pins.png
Pins as bars across the die edge, other pins in gray.
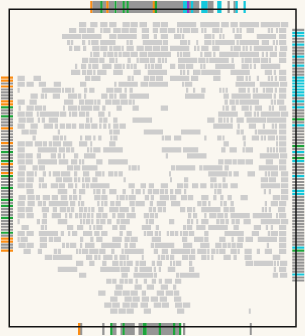
registers.png
Other sequential cells in the stronger gray, the rest of the logic in the fainter gray.
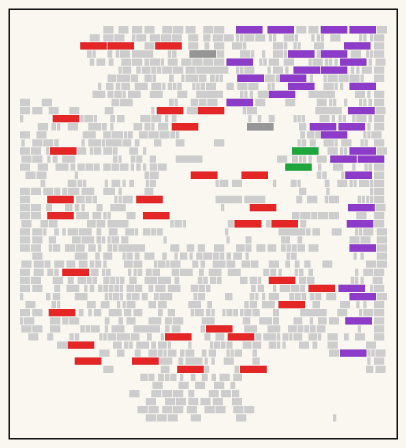
**config.mk**
```make
export PLATFORM = sky130hd
export DESIGN_NAME = pc_sequencer
export DESIGN_NICKNAME = d
export VERILOG_FILES = /design/src/rtl/pc_sequencer.sv
export SDC_FILE = /design/constraint.sdc
export NUM_CORES = 1
export LEC_CHECK = 0
export CAP_MARGIN = 20
export CORE_AREA = 3 3 127 141
export CTS_CLUSTER_DIAMETER = 120
export DETAILED_ROUTE_END_ITERATION = 16
export DIE_AREA = 0 0 130 144
export PLACE_DENSITY = 0.75
export SYNTH_ARGS = -nofsm -noshare
export SYNTH_HDL_FRONTEND = slang
export SYNTH_SLANG_ARGS = --single-unit
```
**constraint.sdc**
```tcl
create_clock -name clk -period 5.2 [get_ports clk]
set_clock_uncertainty 0.1 [all_clocks]
set_input_delay 1.56 -clock clk [delete_from_list [all_inputs] [get_ports clk]]
set_output_delay 1.56 -clock clk [all_outputs]
set_load 0.05 [all_outputs]
```
**src/rtl/pc_sequencer.sv**
```systemverilog
// ---------------------------------------------------------------------------
// pc_sequencer
//
// Owns the program counter and sequences instruction fetch for the CPU
// datapath. One instruction is in flight at a time: the PC is presented to
// instruction memory in FETCH, the returned word is held for decode in ISSUE,
// and the PC advances only when decode accepts that word.
//
// Handshakes (both sides):
//   imem : imem_req is the request, imem_ready qualifies imem_rdata. A word is
//          captured on the cycle where imem_req & imem_ready are both high.
//   decode: inst_valid is the valid, !stall is the ready. The instruction is
//          accepted on the cycle where inst_valid & !stall. Redirect and halt
//          inputs are sampled only on that cycle.
//
// Ports:
//   clk, clrn                 clock (rising edge), async active-low reset
//   imem_req / imem_addr      fetch request and address (address == pc)
//   imem_ready / imem_rdata   fetched word and its qualifier
//   inst / inst_valid         instruction presented to decode
//   stall                     decode cannot accept this cycle
//   br_taken, br_imm          conditional branch, 16-bit word offset
//   jump, jump_idx            absolute jump, 26-bit word index
//   jr, jr_target             register jump and its byte address
//   halt                      enter HALTED after the accepted instruction
//   pc, pc_plus4              current PC and pc + 4
//   halted                    high while in HALTED
//   align_err                 sticky: a misaligned jr_target was taken
// ---------------------------------------------------------------------------
module pc_sequencer #(
    parameter logic [31:0] RESET_PC = 32'h0000_0000,
    parameter int          ADDR_W   = 32
) (
    input  logic              clk,
    input  logic              clrn,
    output logic              imem_req,
    output logic [ADDR_W-1:0] imem_addr,
    input  logic              imem_ready,
    input  logic [31:0]       imem_rdata,
    output logic [31:0]       inst,
    output logic              inst_valid,
    input  logic              stall,
    input  logic              br_taken,
    input  logic [15:0]       br_imm,
    input  logic              jump,
    input  logic [25:0]       jump_idx,
    input  logic              jr,
    input  logic [ADDR_W-1:0] jr_target,
    input  logic              halt,
    output logic [ADDR_W-1:0] pc,
    output logic [ADDR_W-1:0] pc_plus4,
    output logic              halted,
    output logic              align_err
);

    typedef enum logic [1:0] {
        S_IDLE   = 2'd0,
        S_FETCH  = 2'd1,
        S_ISSUE  = 2'd2,
        S_HALTED = 2'd3
    } state_t;

    state_t            r_state;
    state_t            w_state_nxt;
    logic [ADDR_W-1:0] r_pc;
    logic [31:0]       r_inst;
    logic              r_inst_valid;
    logic              r_align_err;

    logic              w_imem_req;
    logic              w_load_inst;
    logic              w_accept;
    logic [ADDR_W-1:0] w_pc_plus4;
    logic [ADDR_W-1:0] w_br_offset;
    logic [ADDR_W-1:0] w_pc_nxt;
    logic              w_jr_misaligned;

    // ---------------------------------------------------------------------
    // Next-PC formation. All arithmetic is modulo 2^32 and wraps silently.
    // ---------------------------------------------------------------------
    assign w_pc_plus4      = r_pc + 32'd4;
    assign w_br_offset     = {{14{br_imm[15]}}, br_imm, 2'b00};
    assign w_jr_misaligned = (jr_target[1:0] != 2'b00);

    // Priority: jr > jump > branch > sequential.
    always_comb begin
        w_pc_nxt = w_pc_plus4;
        if (jr) begin
            w_pc_nxt = {jr_target[31:2], 2'b00};
        end else if (jump) begin
            w_pc_nxt = {w_pc_plus4[31:28], jump_idx, 2'b00};
        end else if (br_taken) begin
            w_pc_nxt = w_pc_plus4 + w_br_offset;
        end
    end

    // ---------------------------------------------------------------------
    // FSM: state register
    // ---------------------------------------------------------------------
    always_ff @(posedge clk or negedge clrn) begin
        if (!clrn) begin
            r_state <= S_IDLE;
        end else begin
            r_state <= w_state_nxt;
        end
    end

    // ---------------------------------------------------------------------
    // FSM: next state and per-state controls
    // ---------------------------------------------------------------------
    always_comb begin
        w_state_nxt = r_state;
        w_imem_req  = 1'b0;
        w_load_inst = 1'b0;
        w_accept    = 1'b0;
        case (r_state)
            S_IDLE: begin
                w_state_nxt = S_FETCH;
            end
            S_FETCH: begin
                w_imem_req = 1'b1;
                if (imem_ready) begin
                    w_load_inst = 1'b1;
                    w_state_nxt = S_ISSUE;
                end
            end
            S_ISSUE: begin
                // Everything holds while decode stalls.
                if (r_inst_valid && !stall) begin
                    w_accept    = 1'b1;
                    w_state_nxt = halt ? S_HALTED : S_FETCH;
                end
            end
            S_HALTED: begin
                w_state_nxt = S_HALTED;
            end
            default: begin
                w_state_nxt = S_IDLE;
            end
        endcase
    end

    // ---------------------------------------------------------------------
    // Datapath registers
    // ---------------------------------------------------------------------
    always_ff @(posedge clk or negedge clrn) begin
        if (!clrn) begin
            r_pc         <= RESET_PC;
            r_inst       <= 32'h0;
            r_inst_valid <= 1'b0;
            r_align_err  <= 1'b0;
        end else begin
            if (w_load_inst) begin
                r_inst       <= imem_rdata;
                r_inst_valid <= 1'b1;
            end else if (w_accept) begin
                r_inst_valid <= 1'b0;
            end

            if (w_accept) begin
                r_pc <= w_pc_nxt;
                // Only a taken jr can raise the flag; lower-priority sources
                // never look at jr_target.
                if (jr && w_jr_misaligned) begin
                    r_align_err <= 1'b1;
                end
            end
        end
    end

    // ---------------------------------------------------------------------
    // Outputs
    // ---------------------------------------------------------------------
    assign imem_req   = w_imem_req;
    assign imem_addr  = r_pc;
    assign inst       = r_inst;
    assign inst_valid = r_inst_valid;
    assign pc         = r_pc;
    assign pc_plus4   = w_pc_plus4;
    assign halted     = (r_state == S_HALTED);
    assign align_err  = r_align_err;

endmodule

```
==> flow_summary.ini <==
; flow metrics
[cts]
clkSinkCount = 66
cts-resized-gates = 0
path_clk_slew_ns = 0.06
cts_buffers = 9
htreeDepth = 3

[setup_path]
slowest_delay_ns = 0.89
endpoint_kind = output pin
cp.arrival_ns = 3.27
crit_end = pc_plus4[31]
rr_startpoint = imem_addr[3]
cpMaxStageDelayCell = clkdlybuf4s50_1
path_cells = and4_1 > nand4_2 > nor3_4 > nand3_1 > nor3_2 > xor2_1 > clkdlybuf4s50_1
reg2reg_to = imem_addr[27]

[floorplan]
die_area_sq_um = 18720
floorplanUtilization = 0.3483
io_pins = 246

[logic_synthesis]
postSynthSeqShare = 0.2875
yosysUniqueCellTypes = 64
synthCells = 736
synth_area_sq_um = 5744
synth.avg_cell_area_sq_um = 7.805
ys_async_sr_fraction = 1.000

[cells_and_area]
layout.nets = 1087
drive_above_1_share = 0.05207
fill_cells = 1566
lay_top_count = clkdlybuf4s50_1
fin_area_sq_um = 8418

[grt]
grt_pass1_wl_um = 33280
grt_use_total = 0.2260
grt_pass1_vias = 6243

[timing]
setup-tns-final_ns = 0
drv_slew = 0
max_freq_mhz = 203.0
hold_violations = 0
period_needed_ns = 4.925

[route]
viasPerCell = 5.335
antenna_left = 0
wire_per_inst_um = 18.60
wirelength_um = 21300

[power]
total_power_w = 0.006220
power.internal_w = 0.002700
p_switching_w = 0.003520
p_seq_frac = 0.169
swShare = 0.5659

[placement]
dpl.cell_count = 1129
dp_hpwl_um = 16100

[run_status]
outcome = complete, no violations

[hold_path]
hold_depth = 2
worstHoldStart = inst[7]
holdPathEnd = inst[7]
Notes on pins.png above:
Key: jump_idx = green [pins 26, direction input, edge 10 left, 7 bottom, 5 top, 4 right]; stall = purple [pins 1, direction input, edge top]; br_imm = orange [pins 16, direction input, edge 12 left, 3 top, 1 bottom]; inst = cyan [pins 32, direction output, edge 22 right, 10 top]
All pins by edge: 85 right, 66 top, 59 left, 36 bottom.
number of port buffers: 239
Die Ht: 144 um
Die W: 130 um

Notes on registers.png above:
Key: imem_addr = red [sequential cells 30]; r_state = green [sequential cells 2]; inst = purple [sequential cells 32]
Another 2 sequential cells are not colored.
sequential cell power: 0.00105 W
flop share of the area: 0.1962
Core Util, Final: 0.5104
FF+latch area: 1652 sq um

-- critical path, delay by kind of cell, from the launching register on --
family                    cells  cell delay, ns
buffers and inverters         1            0.89
xor gates and xnor gates      1            0.31
and+or+nand+nor               5            1.21
DFF                           1            0.52
-- kinds of logic after synthesis --
| family | count (synthesis) | synth area share |
|---|---|---|
| AOI/OAI and AO/OA | 200 | 0.2294 |
| xor gates and xnor gates | 49 | 0.07471 |
| adders and majority gates | 37 | 0.08190 |
| buffers and inverters | 90 | 0.08430 |
| DFF | 66 | 0.2875 |
| muxes | 9 | 0.01590 |
| other | 1 | 0.0006528 |
| and+or+nand+nor | 284 | 0.2257 |
-- sequential cells by signal, indices dropped and copies added, names as in the netlist --
| name | flops |
|---|---|
| align_err | 1 |
| imem_addr | 30 |
| inst | 32 |
| inst_valid | 1 |
| r_state | 2 |
-- power by group through the flow --
stage	sequential (W)	clock, W	combinational, W
3_3_place_gp	0.00105	0	0.00450
5_1_grt	0.00109	0.000674	0.00483
3_5_place_dp	0.00106	0	0.00452
6_report	0.00105	0.000633	0.00454
2_1_floorplan	0.00184	0	0.00242
4_1_cts	0.00105	0.000651	0.00454
-- layout make-up --
| cell class | count | area share |
|---|---|---|
| clock buffers | 9 | 0.02675 |
| flip-flops and latches | 66 | 0.1962 |
| multi-input cells | 585 | 0.4309 |
| clock inverters | 7 | 0.009215 |
| repair buffers | 253 | 0.2973 |
| inverters | 21 | 0.009364 |
| well taps | 204 | 0.03032 |
-- layer usage --
layer | global-route usage | wire (um) | part of all wire
met4 | 0.07440 | 544 | 0.026
met3 | 0.04285 | 1404 | 0.066
met1 | 0.2966 | 9325 | 0.44
met5 | 0 | 0 | 0
met2 | 0.3750 | 10020 | 0.47
No activity file was given, so power comes from the tool's default toggle rates.
